$ cat src/rtl/hex_display_pkg.sv
// Shared definitions for the multiplexed seven-segment display scanner.
// Holds the scan FSM state type, the digit count (four result bits plus
// carry) and the default "all segments off" pattern for active-low displays.
package hex_display_pkg;

  typedef enum logic [1:0] {
    IDLE  = 2'd0,
    BLANK = 2'd1,
    SHOW  = 2'd2
  } scan_state_t;

  localparam int NUM_DIGITS  = 5;
  localparam int CARRY_DIGIT = 4;

  localparam logic [7:0] DEFAULT_SEG_OFF = 8'hFF;

endpackage

$ cat src/rtl/scan_slot_timer.sv
// Loadable down-counter timing one BLANK or SHOW slot of the scanner.
// Ports:
//   clk      in   system clock
//   rst      in   synchronous active-high reset (count -> 0)
//   load     in   load load_val this cycle (takes priority over counting)
//   load_val in   slot length minus one
//   tc       out  terminal count: the current cycle is the last of the slot
module scan_slot_timer #(
  parameter int CNT_W = 2
) (
  input  logic             clk,
  input  logic             rst,
  input  logic             load,
  input  logic [CNT_W-1:0] load_val,
  output logic             tc
);

  logic [CNT_W-1:0] cnt_q;
  logic [CNT_W-1:0] cnt_d;

  // Counts down and parks at zero; a slot of length L is loaded as L-1.
  always_comb begin
    cnt_d = cnt_q;
    if (load) begin
      cnt_d = load_val;
    end else if (cnt_q != '0) begin
      cnt_d = cnt_q - CNT_W'(1);
    end
  end

  always_ff @(posedge clk) begin
    if (rst) begin
      cnt_q <= '0;
    end else begin
      cnt_q <= cnt_d;
    end
  end

  assign tc = (cnt_q == '0);

endmodule

$ cat src/rtl/hex_display_scanner.sv
// Time-multiplexes five 8-bit seven-segment patterns (result bits 0..3 and
// carry) onto one shared segment bus with active-low per-digit enables.
// New pattern sets enter a shadow bank through a valid/ready handshake and
// are copied to the active bank only at a frame boundary, so one frame never
// mixes old and new patterns.
// Ports:
//   clk, rst           clock, synchronous active-high reset
//   en                 scan enable; low forces IDLE with blank outputs
//   load_valid/ready   handshake for seg_in0..seg_in4 (ready = nothing pending)
//   seg_in0..seg_in4   patterns for digits 0..3 and the carry digit
//   seg_out            shared segment bus (registered)
//   dig_out            active-low digit enables (registered)
//   frame_done         one-cycle pulse on the first cycle of a frame after a commit
module hex_display_scanner
  import hex_display_pkg::*;
#(
  parameter int         CLK_DIV      = 4,
  parameter int         BLANK_CYCLES = 1,
  parameter logic [7:0] SEG_OFF      = DEFAULT_SEG_OFF
) (
  input  logic       clk,
  input  logic       rst,
  input  logic       en,
  input  logic       load_valid,
  output logic       load_ready,
  input  logic [7:0] seg_in0,
  input  logic [7:0] seg_in1,
  input  logic [7:0] seg_in2,
  input  logic [7:0] seg_in3,
  input  logic [7:0] seg_in4,
  output logic [7:0] seg_out,
  output logic [4:0] dig_out,
  output logic       frame_done
);

  localparam int MAX_CNT = (CLK_DIV > BLANK_CYCLES) ? CLK_DIV : BLANK_CYCLES;
  localparam int CNT_W   = (MAX_CNT < 2) ? 1 : $clog2(MAX_CNT);
  localparam logic [CNT_W-1:0] SHOW_LD  = CNT_W'(CLK_DIV - 1);
  localparam logic [CNT_W-1:0] BLANK_LD = (BLANK_CYCLES > 0) ? CNT_W'(BLANK_CYCLES - 1) : '0;

  scan_state_t state_q, state_d;
  logic [2:0]  idx_q, idx_d;
  logic        pending_q, pending_d;
  logic [7:0]  shadow_q [NUM_DIGITS];
  logic [7:0]  shadow_d [NUM_DIGITS];
  logic [7:0]  active_q [NUM_DIGITS];
  logic [7:0]  active_d [NUM_DIGITS];
  logic [7:0]  seg_out_q, seg_out_d;
  logic [4:0]  dig_out_q, dig_out_d;
  logic        frame_done_q, frame_done_d;

  logic                 tmr_load;
  logic [CNT_W-1:0]     tmr_val;
  logic                 tmr_tc;
  logic                 commit;
  logic                 accept;

  scan_slot_timer #(.CNT_W(CNT_W)) u_timer (
    .clk      (clk),
    .rst      (rst),
    .load     (tmr_load),
    .load_val (tmr_val),
    .tc       (tmr_tc)
  );

  // Scan sequencing: each digit slot is BLANK then SHOW; with no blank
  // cycles configured the FSM goes straight from SHOW to the next SHOW.
  always_comb begin
    state_d  = state_q;
    idx_d    = idx_q;
    tmr_load = 1'b0;
    tmr_val  = '0;
    commit   = 1'b0;
    if (!en) begin
      state_d  = IDLE;
      idx_d    = '0;
      tmr_load = 1'b1;
    end else begin
      case (state_q)
        IDLE: begin
          idx_d    = '0;
          tmr_load = 1'b1;
          if (BLANK_CYCLES > 0) begin
            state_d = BLANK;
            tmr_val = BLANK_LD;
          end else begin
            state_d = SHOW;
            tmr_val = SHOW_LD;
          end
        end
        BLANK: begin
          if (tmr_tc) begin
            state_d  = SHOW;
            tmr_load = 1'b1;
            tmr_val  = SHOW_LD;
          end
        end
        SHOW: begin
          if (tmr_tc) begin
            // Last cycle of the carry digit is the frame boundary.
            if (idx_q == 3'(CARRY_DIGIT)) begin
              idx_d  = '0;
              commit = pending_q;
            end else begin
              idx_d = idx_q + 3'd1;
            end
            tmr_load = 1'b1;
            if (BLANK_CYCLES > 0) begin
              state_d = BLANK;
              tmr_val = BLANK_LD;
            end else begin
              state_d = SHOW;
              tmr_val = SHOW_LD;
            end
          end
        end
        default: state_d = IDLE;
      endcase
    end
  end

  // Shadow/active banks. A commit needs pending=1 and an accept needs
  // pending=0, so the two never coincide.
  always_comb begin
    accept    = load_valid && !pending_q;
    pending_d = pending_q;
    shadow_d  = shadow_q;
    active_d  = active_q;
    if (commit) begin
      active_d  = shadow_q;
      pending_d = 1'b0;
    end
    if (accept) begin
      shadow_d[0] = seg_in0;
      shadow_d[1] = seg_in1;
      shadow_d[2] = seg_in2;
      shadow_d[3] = seg_in3;
      shadow_d[4] = seg_in4;
      pending_d   = 1'b1;
    end
  end

  // Outputs are decoded from next-state values so the registered outputs
  // line up with the state register.
  always_comb begin
    seg_out_d    = SEG_OFF;
    dig_out_d    = 5'b11111;
    frame_done_d = commit;
    if (state_d == SHOW && idx_d <= 3'(CARRY_DIGIT)) begin
      seg_out_d = active_d[idx_d];
      dig_out_d = 5'b11111 ^ (5'b00001 << idx_d);
    end
  end

  always_ff @(posedge clk) begin
    if (rst) begin
      state_q      <= IDLE;
      idx_q        <= '0;
      pending_q    <= 1'b0;
      seg_out_q    <= SEG_OFF;
      dig_out_q    <= 5'b11111;
      frame_done_q <= 1'b0;
      for (int i = 0; i < NUM_DIGITS; i++) begin
        shadow_q[i] <= SEG_OFF;
        active_q[i] <= SEG_OFF;
      end
    end else begin
      state_q      <= state_d;
      idx_q        <= idx_d;
      pending_q    <= pending_d;
      seg_out_q    <= seg_out_d;
      dig_out_q    <= dig_out_d;
      frame_done_q <= frame_done_d;
      shadow_q     <= shadow_d;
      active_q     <= active_d;
    end
  end

  assign load_ready = !pending_q;
  assign seg_out    = seg_out_q;
  assign dig_out    = dig_out_q;
  assign frame_done = frame_done_q;

endmodule

$ cat config.mk
export PLATFORM = sky130hd
export DESIGN_NAME = hex_display_scanner
export DESIGN_NICKNAME = d
export VERILOG_FILES = /design/src/rtl/hex_display_pkg.sv /design/src/rtl/scan_slot_timer.sv /design/src/rtl/hex_display_scanner.sv
export SDC_FILE = /design/constraint.sdc
export NUM_CORES = 1
export LEC_CHECK = 0
export CAP_MARGIN = 20
export CORE_UTILIZATION = 30
export DETAILED_ROUTE_END_ITERATION = 6
export GPL_ROUTABILITY_DRIVEN = 0
export PLACE_DENSITY = 0.47
export REMOVE_ABC_BUFFERS = 1
export SLEW_MARGIN = 5
export SYNTH_ARGS = -nofsm -noshare
export SYNTH_HDL_FRONTEND = slang
export SYNTH_SLANG_ARGS = --single-unit
$ cat constraint.sdc
create_clock -name clk -period 2.4 [get_ports clk]
set_clock_uncertainty 0.05 [all_clocks]
set_input_delay 0.36 -clock clk [delete_from_list [all_inputs] [get_ports clk]]
set_output_delay 0.36 -clock clk [all_outputs]
set_load 0.005 [all_outputs]
Figure 1. Wires at chosen ports, followed through buffers.
Bar = 20 µm.
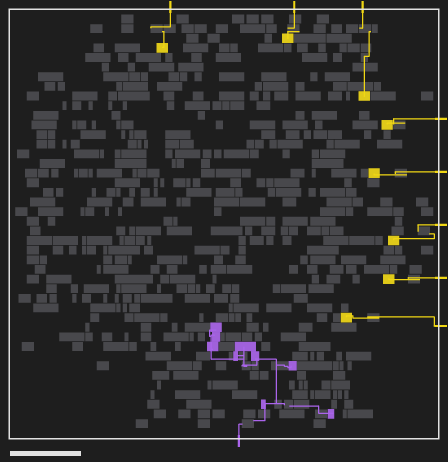
legend:
  purple:
    port: en
    bits: 1
    direction: input
    edge: bottom
    end_cells: 9
    wire: 92.3 µm
  yellow:
    port: seg_in0
    bits: 8
    direction: input
    edge: 5 right, 3 top
    end_cells: 8
    wire: 164 µm
I/O pins: 59
Port Buffers: 58

Figure 2. Routing congestion map.
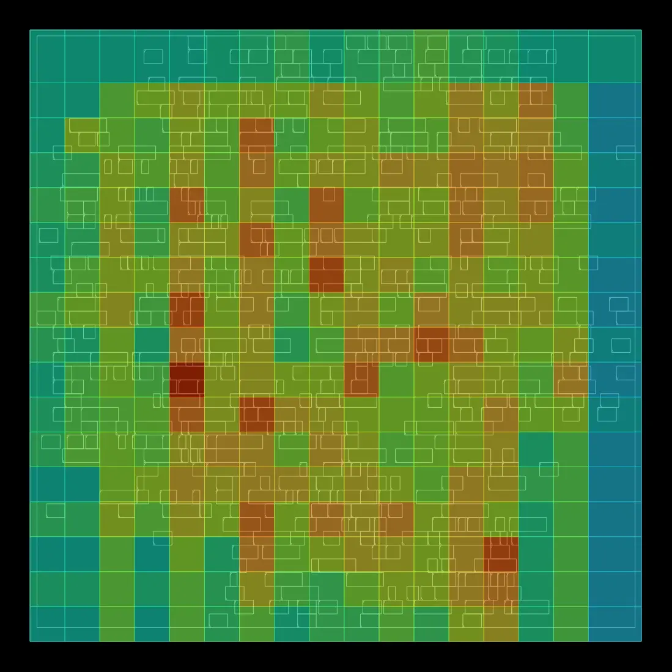
WL per Instance: 14.8 µm
met3 capacity usage during global routing: 0.0240
global routing met2 resource utilization: 0.226
Util after Layout: 0.395

Figure 3. A small window of the routed layout.
Bar = 10 µm. Window x 18 to 43, y 18 to 43 µm. Cells in gray, sequential cells in the stronger gray; small squares are vias.
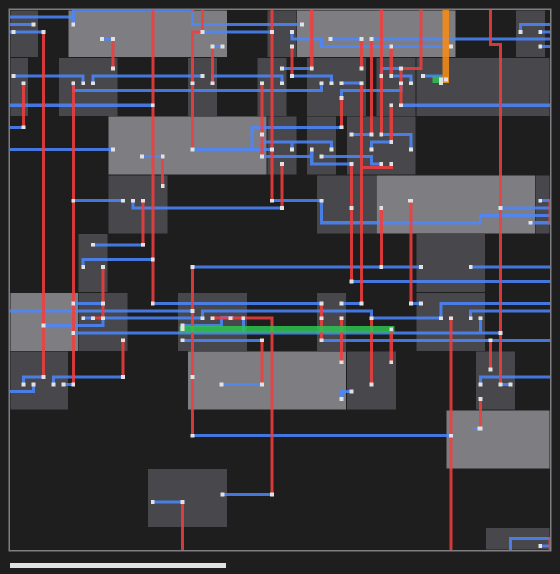
legend:
  red:
    layer: met2
  green:
    layer: met3
  orange:
    layer: met4
  blue:
    layer: met1
most frequent: nand2_1 (9), dfxtp_1 (6)
netlist names of flops here include: active_q (3), shadow_q (2)
cells with their middle in the window: 31
sequential cells in the window: 6

Figure 4. Selected gate families.
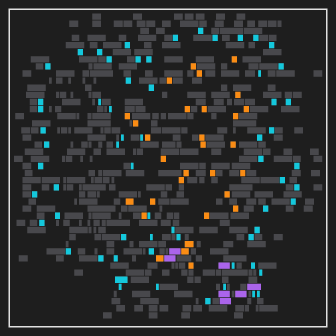
legend:
  cyan:
    family: NOR gates
    cells: 63
    where: widely spread
  purple:
    family: adder and majority cells
    cells: 7
  orange:
    family: AND and OR gates
    cells: 30
number of cells in the finished layout apart from fillers: 675
proportion of cell area occupied by multi-input gates: 0.373
most numerous logic cell after layout: sky130_fd_sc_hd__dfxtp_1

Figure 5. Where the registers sit.
Bar = 20 µm. Other sequential cells in the stronger gray, the rest of the logic in the fainter gray.
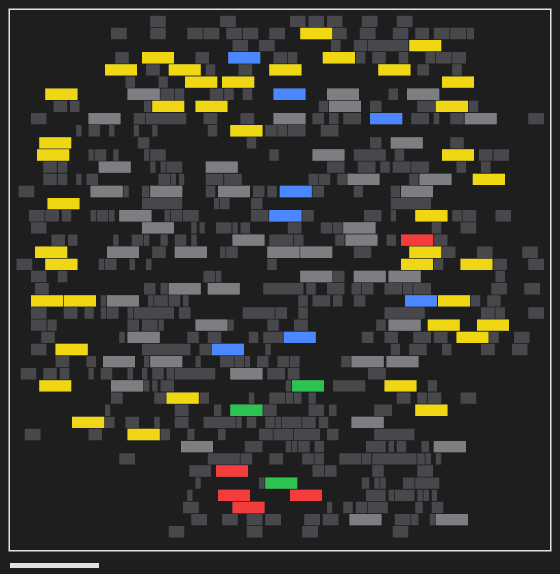
legend:
  blue:
    netlist_name: seg_out
    sequential_cells: 8
  red:
    netlist_name: dig_out
    sequential_cells: 5
    where: bottom middle
  green:
    netlist_name: idx_q
    sequential_cells: 3
  yellow:
    netlist_name: shadow_q
    sequential_cells: 40
register cell area after layout: 2040 µm²
Sequential Power: 1.78 mW

==> reports/qor_table.md <==
| Metric | Value |
| --- | --- |
| Latest clock arrival within the worst-skew pair | 350 ps |
| Number of buffers inserted during clock tree synthesis | 9 |
| Leakage power total | 2.16 nW |
| Detailed-route wire length on metal 1 | 5000 µm |
| Number of buffers added to fix hold violations after cts | 0 |
| Cell count listed in synth_stat.txt | 426 |
| Reg-to-reg setup timing slack | 150 ps |
| Start point of the critical path | state_q[0] |
| Via count of the first global-routing pass | 3104 |
| Netlist area before placement | 4240 µm² |
| Tightest Pin Transition | 802 ps |
| Area added between synthesis and finish | 29.0% |
| Clock tree from TritonCTS | built |
| RR Startpoint | state_q[0] |
| Kind of end point of the critical path | register |
| Post-synth tally of flip-flops with integrated enable | 0 |
| FFs w/ async S/R, synth | 0 |
| R2R depth | 9 |
| Highest routed metal layer | met4 |
| Instance tally after logic synthesis | 426 |
| Design Area, Final | 5470 µm² |
| # resized after CTS | 1 |
| Launch point of the worst hold path | shadow_q[15] |
| Total number of cells along the worst setup path | 9 |
| RSZ-0062 raised after global routing | no |
| Count of synthesis-stage warnings from yosys | 0 |
| Number of sinks handled by clock tree synthesis | 102 |
| Count of vias placed by the detailed router | 3203 |
| Crit path max-delay cell type | sky130_fd_sc_hd__dfxtp_1 |
| Buffer type at the clock tree root | sky130_fd_sc_hd__clkbuf_16 |
| Cell count after placement | 659 |
| Critical Path AT | 2460 ps |
| Slew headroom | 0.465 |
| Chip area | 14600 µm² |
| Met1 layer usage reported by global route | 0.198 |
| Post-layout min period | 2250 ps |
| Ratio of cells with drive above 1 in the final layout | 0.196 |
| Via density per instance | 4.75 |
| Design Power | 3.57 mW |
| Tightest hold margin | 406 ps |
| Run status | finished, final reports clean |
| End point of the critical path | seg_out[6] |
| CP bufs+invs | 3 |
| DRC violation count after routing | 0 |
| Maximum number of pins on one net before global-route repair | 85 |
| Maximum vdd drop | 0.294 mV |
| First-pass GRT wire length | 16300 µm |
| Post-synthesis cell type with the largest combined area | sky130_fd_sc_hd__dfxtp_1 |
| Final clock period utilization by the worst path | 0.936 |
| Largest combinational cell category by area | simple AND/OR/NAND/NOR gates |
| Dpl cell area | 5150 µm² |
| Final Max-Slew Violation Tally | 0 |
| Core Footprint | 13800 µm² |
| Distinct cell type count of the synthesized netlist | 44 |
| Top Layout Cells | 102 x sky130_fd_sc_hd__dfxtp_1, 57 x sky130_fd_sc_hd__clkdlybuf4s50_1, 43 x sky130_fd_sc_hd__nand2_1 |
| 1st-iter DRT viols | 138 |
| Number of warnings the tools reported | 29 |
| Cells along the critical path | inv_1 > ha_1 > buf_4 > a21boi_0 > a32oi_2 > nor2_2 > buf_4 > a22oi_1 > o211ai_1 |
| DPL Wire Length | 6770 µm |
| Xor+xnor area frac | 0 |
| MUX share of area | 0.0691 |
| Fin worst setup slack | 154 ps |
| Synth Seq Share | 0.482 |
| Most frequent cell on the critical path | sky130_fd_sc_hd__buf_4 |
| Final-report setup violation count | 0 |
| Flops after synth | 102 |
| Leading post-synthesis cells by cell area | sky130_fd_sc_hd__dfxtp_1 48%, sky130_fd_sc_hd__a211o_1 8.3%, sky130_fd_sc_hd__nor2b_1 6.2%, sky130_fd_sc_hd__mux2_2 5.8%, sky130_fd_sc_hd__nand2_1 3.8% |
| Kind of start point of the critical path | register |
| DR WL met2 | 4520 µm |
| Sum of met3 wire segment lengths after detailed routing | 251 µm |
| Final Hold Violating Endpoints | 0 |
| Crit Path Class | register to register |
| Postcts setup bufs | 0 |
| Count leader, synth | sky130_fd_sc_hd__dfxtp_1 |
| Ranking of synthesized cells by instance count | 102 x sky130_fd_sc_hd__dfxtp_1, 43 x sky130_fd_sc_hd__nand2_1, 42 x sky130_fd_sc_hd__nor2b_1, 40 x sky130_fd_sc_hd__a211o_1, 22 x sky130_fd_sc_hd__mux2_2 |
| Compound-Gate Fraction of Synth Area | 0.178 |
| Starting utilization of the core area | 0.306 |
| Peak fanout along the critical path | 8 |
| GRT overflow | 0 |
| Dominant register cell | sky130_fd_sc_hd__dfxtp_1 |
| Biggest cell delay along the critical path | 380 ps |
| Global routing's busiest layer | met2 |
| Final sum of negative setup slack | 0 ps |
| Clock Tree Buf Depth | 2 |
| Type of the tightest min-delay check | register to register |
| Average cell area after synthesis | 9.95 µm² |
| Area reported by Yosys stat | 4240 µm² |
| F_max | 445 MHz |
| Worst reg2reg endpoint | seg_out[6] |
[registers in the layout (all words and copies together), names as in the netlist]
register and count:
frame_done 1, seg_out 8, state_q 2, active_q 40, dig_out 5, pending_q 1, idx_q 3, shadow_q 40
u_timer.cnt_q 2
[power breakdown]
| part | switching [mW] | internal, mW |
|---|---|---|
| registers | 0.0340 | 1.75 |
| clock network | 0.662 | 0.819 |
| logic | 0.136 | 0.174 |
| total | 0.832 | 2.74 |
[cell type report]
cell class | count | area (µm²)
fill | 1376 | 8360
sequential | 102 | 2040
multi-input combinational | 285 | 2040
timing repair buffer | 84 | 833
clock buffer | 10 | 229
tap | 180 | 225
clock inverter | 6 | 68.8
inverter | 8 | 30.0
Power is estimated from default activity; no workload was simulated.
